<file path="src/rtl/sat_sum_tree.sv">
`default_nettype none
// ============================================================================
//  Module   : sat_sum_tree
//  Purpose  : Pipelined N_IN-operand signed adder tree with selectable
//             saturating or wrapping WIDTH-bit result and overflow reporting.
//             Used to combine equalizer band outputs into one output sample.
//  Revision : 1.0 - initial release
// ----------------------------------------------------------------------------
//  Ports
//    clk          in   1            clock, rising edge
//    rst          in   1            synchronous active-high reset
//    in_valid_i   in   1            operand vector valid this cycle
//    in_data_i    in   N_IN*WIDTH   operand k at [k*WIDTH +: WIDTH]
//    sat_en_i     in   1            1 = saturate, 0 = wrap (sampled with data)
//    ovf_clr_i    in   1            clears ovf_sticky_o
//    out_valid_o  out  1            out_data_o / ovf_o valid
//    out_data_o   out  WIDTH        result
//    ovf_o        out  1            result exceeded WIDTH-bit signed range
//    ovf_sticky_o out  1            set on any qualified overflow
// ============================================================================
module sat_sum_tree #(
  parameter int WIDTH  = 16,
  parameter int N_IN   = 4,
  parameter int LEVELS = $clog2(N_IN)
) (
  input  logic                    clk,
  input  logic                    rst,
  input  logic                    in_valid_i,
  input  logic [N_IN*WIDTH-1:0]   in_data_i,
  input  logic                    sat_en_i,
  input  logic                    ovf_clr_i,
  output logic                    out_valid_o,
  output logic [WIDTH-1:0]        out_data_o,
  output logic                    ovf_o,
  output logic                    ovf_sticky_o
);

  // Internal width is exact for a sum of up to 2^LEVELS operands.
  localparam int IW = WIDTH + LEVELS;

  // Number of nodes at tree level l (level 0 = the operands themselves).
  function automatic int node_cnt(input int l);
    return (N_IN + (1 << l) - 1) >> l;
  endfunction

  // Index of the first node of level l inside the flat node vector.
  function automatic int node_base(input int l);
    int s;
    s = 0;
    for (int k = 0; k < l; k++) s += node_cnt(k);
    return s;
  endfunction

  localparam int TOTAL = node_base(LEVELS + 1);

  // Every node of every level, flattened: level 0 is the sign-extended
  // operands, higher levels are the outputs of the per-level registers.
  logic [IW-1:0]   w_all [TOTAL];

  // Valid and mode bits travel alongside the data; index 0 is the input.
  logic [LEVELS:1] vld_q;
  logic [LEVELS:1] sat_q;
  logic [LEVELS:0] w_vld;
  logic [LEVELS:0] w_sat;

  assign w_vld = {vld_q, in_valid_i};
  assign w_sat = {sat_q, sat_en_i};

  always_ff @(posedge clk) begin
    if (rst) begin
      vld_q <= '0;
    end else begin
      vld_q <= w_vld[LEVELS-1:0];
    end
    sat_q <= w_sat[LEVELS-1:0];
  end

  for (genvar k = 0; k < N_IN; k++) begin : g_ext
    assign w_all[k] = {{LEVELS{in_data_i[k*WIDTH+WIDTH-1]}}, in_data_i[k*WIDTH +: WIDTH]};
  end

  for (genvar l = 1; l <= LEVELS; l++) begin : g_lvl
    localparam int NP = node_cnt(l - 1);
    localparam int NC = node_cnt(l);
    localparam int BP = node_base(l - 1);
    localparam int BC = node_base(l);

    for (genvar j = 0; j < NC; j++) begin : g_node
      logic [IW-1:0] w_b;
      logic [IW-1:0] sum_q;

      // An unpaired last node at this level is carried up unchanged.
      if (2 * j + 1 < NP) begin : g_pair
        assign w_b = w_all[BP + 2*j + 1];
      end else begin : g_pass
        assign w_b = '0;
      end

      always_ff @(posedge clk) begin
        if (w_vld[l-1]) begin
          sum_q <= w_all[BP + 2*j] + w_b;
        end
      end

      assign w_all[BC + j] = sum_q;
    end
  end

  // Final range check: the sum fits in WIDTH bits exactly when the bits
  // from the WIDTH-1 position upward are all copies of the sign.
  logic [IW-1:0]    w_sum;
  logic [LEVELS:0]  w_top;
  logic             w_ovf;
  logic [WIDTH-1:0] w_res;

  assign w_sum = w_all[node_base(LEVELS)];
  assign w_top = w_sum[IW-1:WIDTH-1];
  assign w_ovf = ~((&w_top) | ~(|w_top));

  always_comb begin
    w_res = w_sum[WIDTH-1:0];
    if (w_sat[LEVELS] && w_ovf) begin
      w_res = w_sum[IW-1] ? {1'b1, {(WIDTH-1){1'b0}}} : {1'b0, {(WIDTH-1){1'b1}}};
    end
  end

  logic             out_valid_q;
  logic [WIDTH-1:0] out_data_q;
  logic             ovf_q;
  logic             sticky_q;
  logic             sticky_d;

  // An overflow wins over a clear both on the edge it is loaded and for the
  // whole cycle it is visible on the outputs, so a clear issued alongside a
  // reported overflow can never hide it.
  always_comb begin
    sticky_d = sticky_q & ~ovf_clr_i;
    if ((w_vld[LEVELS] && w_ovf) || (out_valid_q && ovf_q)) begin
      sticky_d = 1'b1;
    end
  end

  always_ff @(posedge clk) begin
    if (rst) begin
      out_valid_q <= 1'b0;
      out_data_q  <= '0;
      ovf_q       <= 1'b0;
      sticky_q    <= 1'b0;
    end else begin
      out_valid_q <= w_vld[LEVELS];
      if (w_vld[LEVELS]) begin
        out_data_q <= w_res;
        ovf_q      <= w_ovf;
      end
      sticky_q <= sticky_d;
    end
  end

  assign out_valid_o  = out_valid_q;
  assign out_data_o   = out_data_q;
  assign ovf_o        = ovf_q;
  assign ovf_sticky_o = sticky_q;

endmodule
`default_nettype wire
</file>
<file path="config.mk">
export PLATFORM = sky130hd
export DESIGN_NAME = sat_sum_tree
export DESIGN_NICKNAME = d
export VERILOG_FILES = /design/src/rtl/sat_sum_tree.sv
export SDC_FILE = /design/constraint.sdc
export NUM_CORES = 1
export LEC_CHECK = 0
export CORE_MARGIN = 2
export CORE_UTILIZATION = 40
export DETAILED_ROUTE_END_ITERATION = 10
export PLACE_DENSITY = 0.77
export RECOVER_POWER = 100
export SYNTH_ARGS = -nofsm -noshare
export SYNTH_HDL_FRONTEND = slang
export SYNTH_SLANG_ARGS = --single-unit
</file>
<file path="constraint.sdc">
create_clock -name clk -period 2.25 [get_ports clk]
set_input_delay 0.3375 -clock clk [delete_from_list [all_inputs] [get_ports clk]]
set_output_delay 0.3375 -clock clk [all_outputs]
set_load 0.05 [all_outputs]
</file>
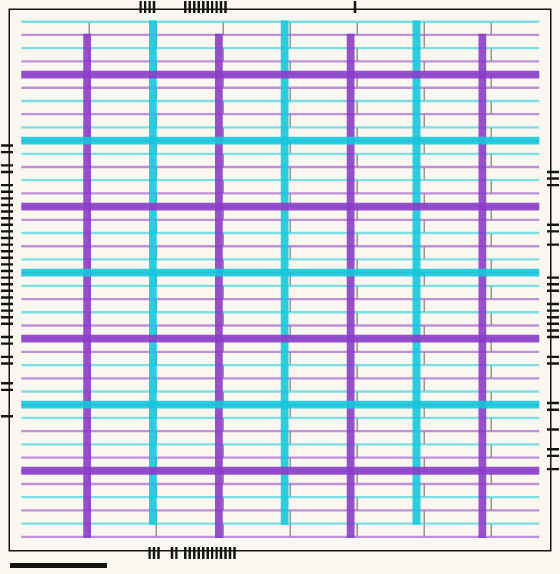
(run_1/floorplan.png)
Bar = 20 um. Pins as bars on the die edge. Tap cells in grey.
colour	net
purple	VSS
cyan	VDD
rows	39
met4 straps	7
met1 rails	40
signal pins	88

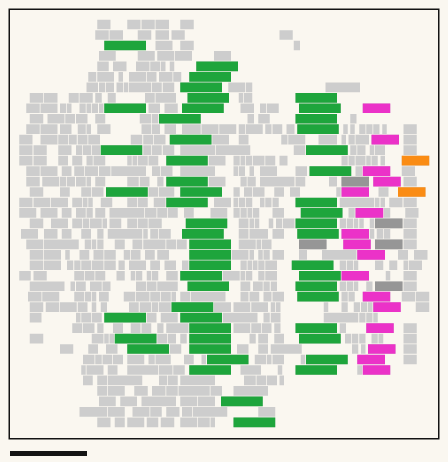
(run_1/ff_map.png)
Bar = 20 um. Other sequential cells in the stronger grey, the rest of the logic in the fainter grey.
colour	netlist name	sequential cells
green	g_lvl.g_node.sum_q	52
magenta	out_data_o	16
orange	sat_q	2
not coloured	5
Util after Layout: 0.591
sequential power: 0.00184 W
FF+latch area: 2020 um^2
flop share of the area: 0.302

==> flow_summary_export.csv, run 1 <==
group,metric,value,unit
run_status,status,"completed",
sta,hold_viol_final,0,
yosys,synth_top_flop_cell,"edfxtp_1",
clocking,post_cts_buffers,6,
yosys,postSynthAreaPerCell,10.3,um^2
detailed_routing,highest_layer,"met4",
layout,lay_top_cells,"buf_4, clkdlybuf4s50_1, edfxtp_1",
placed_design,dp_hpwl,8.03,mm
sta,postLayoutSetupSlackWorst,0.00760,ns
worst_setup_path,path_buffers,1,
sta,period_used_share,0.997,
yosys,synth_flops,75,
yosys,synth_cell_type_count,51,
yosys,yosys_area,4600,um^2
worst_setup_path,worstPathArrival,2.32,ns
yosys,synth_cells,447,
sta,setup_viol,0,
global_routing,grt_max_degree,36,
detailed_routing,wl,10.6,mm
detailed_routing,drcViolationCount,0,
layout,num-nets-final,725,
yosys,synthesis.area,4600,um^2
detailed_routing,wl_met3,557,um
layout,n_antenna_cell,0,
pwr,p_leak,2.80,nW
worst_setup_path,start_kind,"primary input",
clocking,numClockSinks,75,
detailed_routing,ant_nets,0,
sta,rsz0062_at_grt,"true",
yosys,synthTopLogicFamily,"AND-OR/OR-AND gates",
placed_design,place.gp.congestion,0.839,
clocking,ctsResizeCount,17,
floorplan,die_w,111,um
floorplan,die_y,111,um
layout,comb_area,2740,um^2
yosys,ys_sh_simple,0.114,
detailed_routing,drtPass1Iterations,4,
sta,period_needed,2.24,ns
yosys,synth_nets,568,
yosys,synthAoiAreaFrac,0.205,
hold_path,min_path_type,"reg2reg",
run,cap_viol_max_count,0,
clocking,cts_tree,"done",
yosys,ys_sh_adder,0.146,
clocking,clock_path_buffers,2,
worst_setup_path,r2r_slack,0.03,ns
sta,worst_pin_slew,0.866,ns
global_routing,antenna_found_initial,0,
clocking,root_buffer,"clkbuf_16",
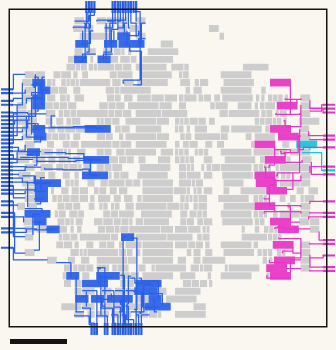
(run_1/port_trees.png)
Bar = 20 um.
colour	port	direction	edge	end cells	wire
magenta	out_data_o	output	east	16	365 um
cyan	sat_en_i	input	east	1	19.0 um
blue	in_data_i	input	33 west, 17 south, 14 north	34	1310 um
IO buf count: 87
# IOs: 88

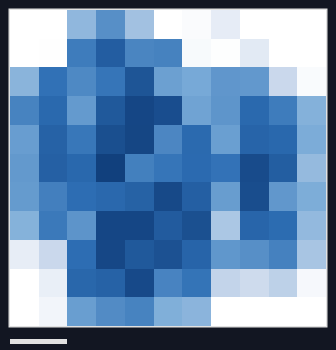
(run_1/util_map.png)
Bar = 20 um. 11 x 11 tiles, from white (low) to dark blue (high), 0 to 100% covered.
nearly empty tiles	14%
densest ninth of the die	centre
tiles over 75% full	32%
fullest tile	94%
mean over tiles	53%
emptiest ninth of the die	north-east

run 1: through the flow:
stage,util,TNS (ns),instance area [um^2],std cells,hold slack (ns)
floorplan,-,0,4640,447,0.310
global placement,0.536,-6.65,6070,724,0.324
detailed placement,0.536,-7.61,6070,724,0.323
CTS,0.569,-0.00709,6440,746,0.340
global route,0.591,-0.319,6690,752,0.347
finish,0.591,0,6690,752,0.336
run 1: sequential cells by signal, indices dropped and copies added (netlist names):
register            cells
vld_q                   2
ovf_o                   1
g_lvl.g_node.sum_q     52
ovf_sticky_o            1
sat_q                   2
out_data_o             16
out_valid_o             1
run 1: power by group:
part | internal [W] | total [W] | switching (W)
Clock | 0.000873 | 0.00136 | 0.000488
Sequential | 0.00176 | 0.00184 | 0.0000784
Combinational | 0.000869 | 0.00175 | 0.000879
run 1: logic make-up after synthesis:
group | after synthesis
compound gates | 148
simple gates | 108
flops | 75
fa+ha+maj | 52
xor+xnor | 38
buf+inv | 25
mux | 1
run 1: cell usage after synthesis (all sizes together), types with 9 or more instances:
cell,number
nor2,35
xor2,14
nor3,16
a211oi,9
xnor2,24
a21o,14
dfxtp,23
nand2,20
inv,17
o21bai,10
edfxtp,52
o21ai,28
a21oi,53
ha,49
run 1: area by class of cell:
cell class                 count  share of cell area
multi-input combinational    347               0.410
sequential                    75               0.302
timing repair buffer         154               0.208
clock buffer                  15              0.0432
tap                          143              0.0267
inverter                      17             0.00954
clock inverter                 1            0.000748
run 1: path summary, 6_finish.rpt:
check	start	endpoint	cells past startpoint
max	in_data_i[48]	g_lvl[1].g_node[1].sum_q[14]	9
min	sat_q[1]	sat_q[2]	0
max reg2reg	g_lvl[1].g_node[0].sum_q[2]	g_lvl[2].g_node[0].sum_q[16]	8
min reg2reg	sat_q[1]	sat_q[2]	0
==> inputs of run 2 (changes only) <==
CORE_MARGIN = unset   (was 2)
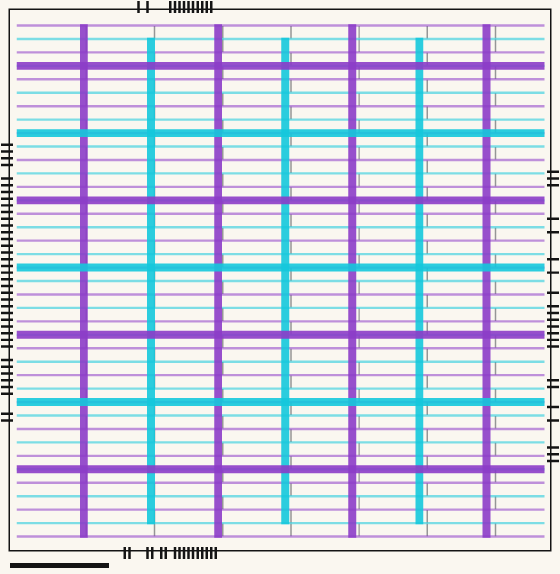
(run_2/floorplan.png)
Bar = 20 um. Pins as bars on the die edge. Tap cells in grey.
Die Y: 109 um
core area: 11000 um^2
Die W: 109 um

==> run 2 against run 1 <==
  * The run now ends with setup timing left
  * Wire length is 5.8% lower
  * Core utilization is 1.4 points higher
  * Via count is 2.6% lower
  * Final area is 0.19% lower
  * Clock-buffer cell count is 3 lower
  * Clock power hardly changed
  * Register-to-register slack better by 0.07 ns
  * Sequential power hardly changed
  * Synthesized cell count stayed put
  * Critical endpoint is now g_lvl[1].g_node[1].sum_q[10]
==> flow_summary_export.csv, run 2 <==
group,metric,value,unit
run_status,status,"finished with violations",
floorplan,pin_count,88,
sta,clock_skew,0.00638,ns
detailed_routing,drtPass1Iterations,4,
placed_design,placed_cells,724,
pwr,combPwrFrac,0.349,
placed_design,placed_cell_area,6090,um^2
global_routing,grt_max_degree,36,
run,cap_viol_max_count,0,
layout,fin_cells,747,
pwr,p_leak,2.79,nW
detailed_routing,drcViolationCount,0,
layout,largest_register_ffs,52,
layout,num-nets-final,723,
sta,period_needed,2.28,ns
yosys,synth_top_flop_cell,"edfxtp_1",
clocking,numClockSinks,75,
yosys,common_cells,"a21oi_1, edfxtp_1, ha_1, nor2_1, o21ai_0",
yosys,ys_sh_adder,0.146,
yosys,synth_nets,568,
layout,regMostFlops,"g_lvl.g_node.sum_q",
detailed_routing,ant_nets,0,
yosys,synthAoiAreaFrac,0.205,
yosys,yosys_area,4600,um^2
sta,postLayoutSetupSlackWorst,-0.0340,ns
pwr,p_sw_frac,0.295,
hold_path,min_path_type,"reg2reg",
yosys,synth_flops,75,
layout,n_antenna_cell,0,
placed_design,place.gp.congestion,0.894,
sta,rsz0062_at_grt,"true",
run_status,violations,"setup timing",
sta,hold_viol_final,0,
layout,lay_top_cells,"clkdlybuf4s50_1, buf_4, edfxtp_1",
sta,worst_pin_slew,0.798,ns
pwr,seq_power_share,0.376,
yosys,postSynthAreaPerCell,10.3,um^2
clocking,ctsResizeCount,19,
sta,hold-worst-slack,0.330,ns
pwr,p_int,0.00344,W
global_routing,antenna_found_initial,0,
layout,stdcell_area,6680,um^2
worst_setup_path,start_kind,"primary input",
sta,setup_viol,1,
yosys,synthTopLogicFamily,"AND-OR/OR-AND gates",
yosys,synth_cell_type_count,51,
worst_setup_path,path_buffers,2,
clocking,root_buffer,"clkbuf_16",
clocking,cts_tree,"done",
sta,period_used_share,1.02,
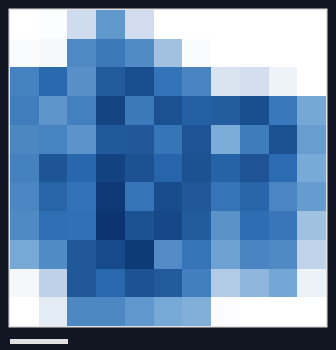
(run_2/util_map.png)
Bar = 20 um. 11 x 11 tiles, from white (low) to dark blue (high), 0 to 100% covered.
fullest tile	98%
nearly empty tiles	15%
densest ninth of the die	centre

==> run 2: routing by layer <==
layer | routed length [um] | global-route usage | up-vias
met5 | 0 | 0 | -
met4 | 282 | 0.0800 | 0
met3 | 425 | 0.0287 | 23
met2 | 4940 | 0.296 | 115
met1 | 4340 | 0.201 | 1747
li1 | - | - | 1976
==> run 2: final timing paths <==
path | startpoint | end | slack (ns) | depth (start not counted)
worst min register to register | sat_q[1] | sat_q[2] | 0.33 | 0
worst min-delay path | sat_q[1] | sat_q[2] | 0.33 | 0
worst max-delay path | in_data_i[48] | g_lvl[1].g_node[1].sum_q[10] | -0.03 | 10
worst max register to register | g_lvl[1].g_node[0].sum_q[2] | g_lvl[2].g_node[0].sum_q[14] | 0.10 | 7
==> run 2: kinds of logic after synthesis <==
| logic type | Yosys count |
|---|---|
| adder cells (fa/ha/maj) | 52 |
| AND/OR/NAND/NOR | 108 |
| XOR/XNOR | 38 |
| buffers and inverters | 25 |
| multiplexers | 1 |
| AND-OR/OR-AND | 148 |
| flip-flops | 75 |
==> run 2: power groups by stage <==
stage / sequential (W) / clock [W] / combinational [W]
5_1_grt: 0.00185 / 0.00142 / 0.00188
3_5_place_dp: 0.00186 / 0 / 0.00157
6_report: 0.00183 / 0.00134 / 0.00170
2_1_floorplan: 0.00191 / 0 / 0.000983
3_3_place_gp: 0.00186 / 0 / 0.00154
4_1_cts: 0.00183 / 0.00138 / 0.00161
==> run 2: final cells by class <==
| cell class | instances | area (um^2) |
|---|---|---|
| flip-flops and latches | 75 | 2020 |
| multi-input cells | 347 | 2760 |
| clock inverters | 4 | 21.3 |
| well taps | 140 | 175 |
| inverters | 17 | 63.8 |
| fillers | 910 | 4350 |
| clock buffers | 12 | 268 |
| repair buffers | 152 | 1370 |
No activity file was given, so power comes from the tool's default toggle rates.
